`src/rtl/pc_seq_ctrl.sv`:
```
// Population-count sequencer built around one shared 7:3 parallel counter.
//
// A DATA_W-bit word is latched on an accepted start and presented to the
// external counter one 7-bit chunk per cycle, least-significant chunk first.
// The 3-bit partial counts are accumulated, and the total is published on
// count_o together with a one-cycle done_o pulse.
//
// Ports:
//   clk_i       system clock, all state updates on the rising edge
//   rst_ni      synchronous active-low reset
//   start_i     request, accepted only while busy_o is low
//   din_i       word to count, sampled on the accepting edge only
//   busy_o      high while a request is in progress (run or done phase)
//   done_o      one-cycle pulse, count_o was just updated
//   count_o     popcount of the last accepted word, held between requests
//   pc_d_o      chunk driven to the shared counter, zero outside the run phase
//   pc_count_i  combinational result of the shared counter for pc_d_o
module pc_seq_ctrl #(
    parameter int unsigned DATA_W = 28,
    parameter int unsigned NCHUNK = DATA_W / 7,
    parameter int unsigned CW     = $clog2(DATA_W + 1)
) (
    input  logic              clk_i,
    input  logic              rst_ni,
    input  logic              start_i,
    input  logic [DATA_W-1:0] din_i,
    output logic              busy_o,
    output logic              done_o,
    output logic [CW-1:0]     count_o,
    output logic [6:0]        pc_d_o,
    input  logic [2:0]        pc_count_i
);

    if ((DATA_W % 7) != 0 || DATA_W == 0) begin : g_bad_width
        $error("pc_seq_ctrl: DATA_W must be a non-zero multiple of 7");
    end

    localparam int unsigned IdxW = (NCHUNK > 1) ? $clog2(NCHUNK) : 1;
    localparam logic [IdxW-1:0] LastIdx = IdxW'(NCHUNK - 1);

    typedef enum logic [1:0] {
        StIdle,
        StRun,
        StDone
    } state_e;

    state_e            state_q, state_d;
    logic [DATA_W-1:0] shreg_q, shreg_d;
    logic [CW-1:0]     acc_q, acc_d;
    logic [IdxW-1:0]   idx_q, idx_d;
    logic [CW-1:0]     count_q, count_d;

    always_comb begin
        state_d = state_q;
        shreg_d = shreg_q;
        acc_d   = acc_q;
        idx_d   = idx_q;
        count_d = count_q;
        busy_o  = 1'b0;
        done_o  = 1'b0;
        pc_d_o  = '0;

        unique case (state_q)
            StIdle: begin
                if (start_i) begin
                    shreg_d = din_i;
                    acc_d   = '0;
                    idx_d   = '0;
                    state_d = StRun;
                end
            end
            StRun: begin
                busy_o  = 1'b1;
                pc_d_o  = shreg_q[6:0];
                // Accumulator cannot overflow: its maximum is DATA_W.
                acc_d   = acc_q + CW'(pc_count_i);
                shreg_d = shreg_q >> 7;
                idx_d   = idx_q + IdxW'(1);
                if (idx_q == LastIdx) begin
                    // Publish including the final chunk added on this edge.
                    count_d = acc_d;
                    state_d = StDone;
                end
            end
            StDone: begin
                busy_o  = 1'b1;
                done_o  = 1'b1;
                state_d = StIdle;
            end
            default: begin
                state_d = StIdle;
            end
        endcase
    end

    always_ff @(posedge clk_i) begin
        if (!rst_ni) begin
            state_q <= StIdle;
            shreg_q <= '0;
            acc_q   <= '0;
            idx_q   <= '0;
            count_q <= '0;
        end else begin
            state_q <= state_d;
            shreg_q <= shreg_d;
            acc_q   <= acc_d;
            idx_q   <= idx_d;
            count_q <= count_d;
        end
    end

    assign count_o = count_q;

endmodule

```
`config.mk`:
```
export PLATFORM = sky130hd
export DESIGN_NAME = pc_seq_ctrl
export DESIGN_NICKNAME = d
export VERILOG_FILES = /design/src/rtl/pc_seq_ctrl.sv
export SDC_FILE = /design/constraint.sdc
export NUM_CORES = 1
export LEC_CHECK = 0
export CORE_ASPECT_RATIO = 1.1
export CORE_MARGIN = 2
export CORE_UTILIZATION = 47
export CTS_BUF_LIST = sky130_fd_sc_hd__clkbuf_2 sky130_fd_sc_hd__clkbuf_4 sky130_fd_sc_hd__clkbuf_8
export DETAILED_ROUTE_END_ITERATION = 12
export PLACE_DENSITY = 0.79
export SYNTH_ARGS = -nofsm -noshare
export SYNTH_HDL_FRONTEND = slang
export SYNTH_SLANG_ARGS = --single-unit
```
`constraint.sdc`:
```
create_clock -name clk_i -period 1.5 [get_ports clk_i]
set_clock_uncertainty 0.05 [all_clocks]
set_input_delay 0.15 -clock clk_i [delete_from_list [all_inputs] [get_ports clk_i]]
set_output_delay 0.15 -clock clk_i [all_outputs]
set_load 0.01 [all_outputs]
```
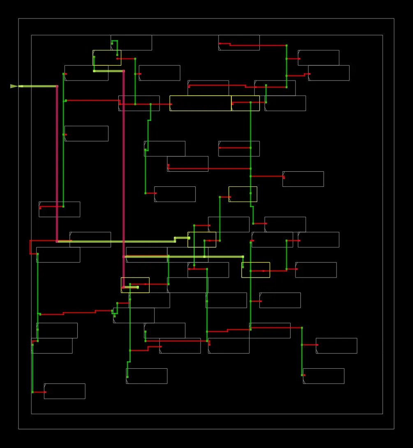
(clock nets)
clk ins delay skew pair: 0.29 ns
Clock Sinks: 42
Clock buffer cells: 6
Inserted Clock Buffers: 5
Power Clock: 926 uW

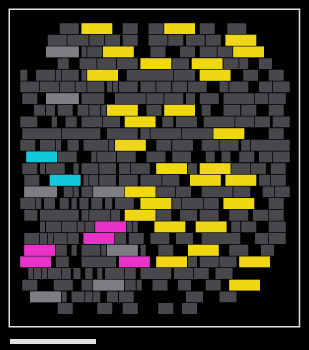
(sequential cells grouped by signal name)
Bar = 20 microns. Other sequential cells in the stronger grey, the rest of the logic in the fainter grey.
[idx_q] cyan | placed flops: 2
[count_o] magenta | placed flops: 5
[shreg_q] yellow | placed flops: 28
post-layout util: 76.8%
seq pwr: 1.81 mW
Flop area: 845 sq um
flop share of the area: 25.6%

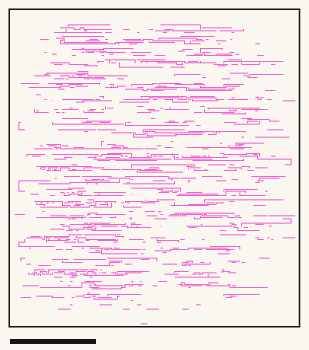
(signal wires on met1)
Bar = 20 microns.
nets with wire on the layer: 292
longest straight run: 19.3 microns
main direction: horizontal
Post-Route WL: 5.32 mm
vias: 1768
met1 GRT Util: 24.3%

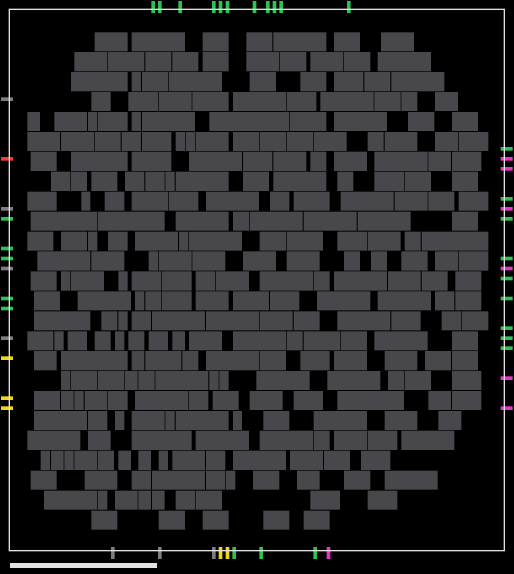
(pin placement)
Bar = 20 microns. Pins as bars across the die edge, other pins in grey.
[pc_d_o] magenta | pins: 7 | direction: output | edge: 6 right, 1 bottom
[done_o] red | pins: 1 | direction: output | edge: left
[count_o] yellow | pins: 5 | direction: output | edge: 3 left, 2 bottom
[din_i] green | pins: 28 | direction: input | edge: 11 top, 9 right, 5 left, 3 bottom
# port buffers: 47
die width: 67.4 microns

==> impl_metrics.env <==
# flow metrics
export IMPL_min_from="pc_count_i[0]"
export IMPL_grt_usage_pct=20.2
export IMPL_ys_sh_adder_pct=6.39
export IMPL_drv_cap=0
export IMPL_num_multi_input_gates=144
export IMPL_root_buffer="clkbuf_8"
export IMPL_p_leak_nw=1.26
export IMPL_setup_viol=19
export IMPL_synth_area_per_cell_sq_um=9.88
export IMPL_comb_area_sq_um=1350
export IMPL_drive_gt1_share_pct=44.5
export IMPL_max_stage_delay_ns=0.34
export IMPL_drc=0
export IMPL_clkSlewWorstSetupHoldPaths_ns=0.08
export IMPL_setup_slack_ns=-0.0757
export IMPL_buffers=80
export IMPL_reg2reg_to="acc_q[1]"
export IMPL_xor_share_pct=0.844
export IMPL_outcome="finished, violations left"
export IMPL_cp_max_fo=6
export IMPL_slew_violations=0
export IMPL_crit_cells=6
export IMPL_rr_worst_depth=8
export IMPL_ir_worst_vdd_mv=1.24
export IMPL_swShare_pct=37.7
export IMPL_p_switching_mw=2.55
export IMPL_ys_top_cells_by_area="dfxtp_1 41%, a211oi_2 13%, mux2i_1 12%"
export IMPL_routed_wl_met2_mm=2.78
export IMPL_endpoint="pc_d_o[2]"
export IMPL_comb_area_share_pct=41.0
export IMPL_cellPowerDensity_nw_per_um2=2050
export IMPL_cts_tree="built"
export IMPL_ant_nets=0
export IMPL_violations="negative setup slack"
export IMPL_edf_count=0
export IMPL_wl_met3_microns=189
export IMPL_grt_pass1_vias=1707
export IMPL_grt_start_max_net_pins=31
export IMPL_overflow=0
export IMPL_drt_iter0_drc=80
export IMPL_postSynthCellCount=210
export IMPL_crit_top_cell="buf_12"
export IMPL_inverters=8
export IMPL_synth_flops=42
export IMPL_comb_cell_power_mw=4.03
export IMPL_yosys_warnings=0
export IMPL_finalCritPeriodShare_pct=105
-- per-stage QoR --
step	instance area (sq um)	power, mW	setup TNS [ns]	hold slack [ns]
4_1_cts	3040	6.11	-0.189	0.359
3_3_place_gp	2780	4.48	-3.21	0.399
3_5_place_dp	2780	4.55	-4.43	0.399
6_report	3290	6.76	-0.699	0.352
2_1_floorplan	2140	3.76	0	0.248
5_1_grt	3290	7.12	-2.12	0.386
-- what timing repair did --
item	CTS	global route
buffers inserted	4	4
pin swaps	5	30
gates cloned	2	2
resized	62	48
endpoints found under the setup margin	43	47
Power is estimated from default activity; no workload was simulated.
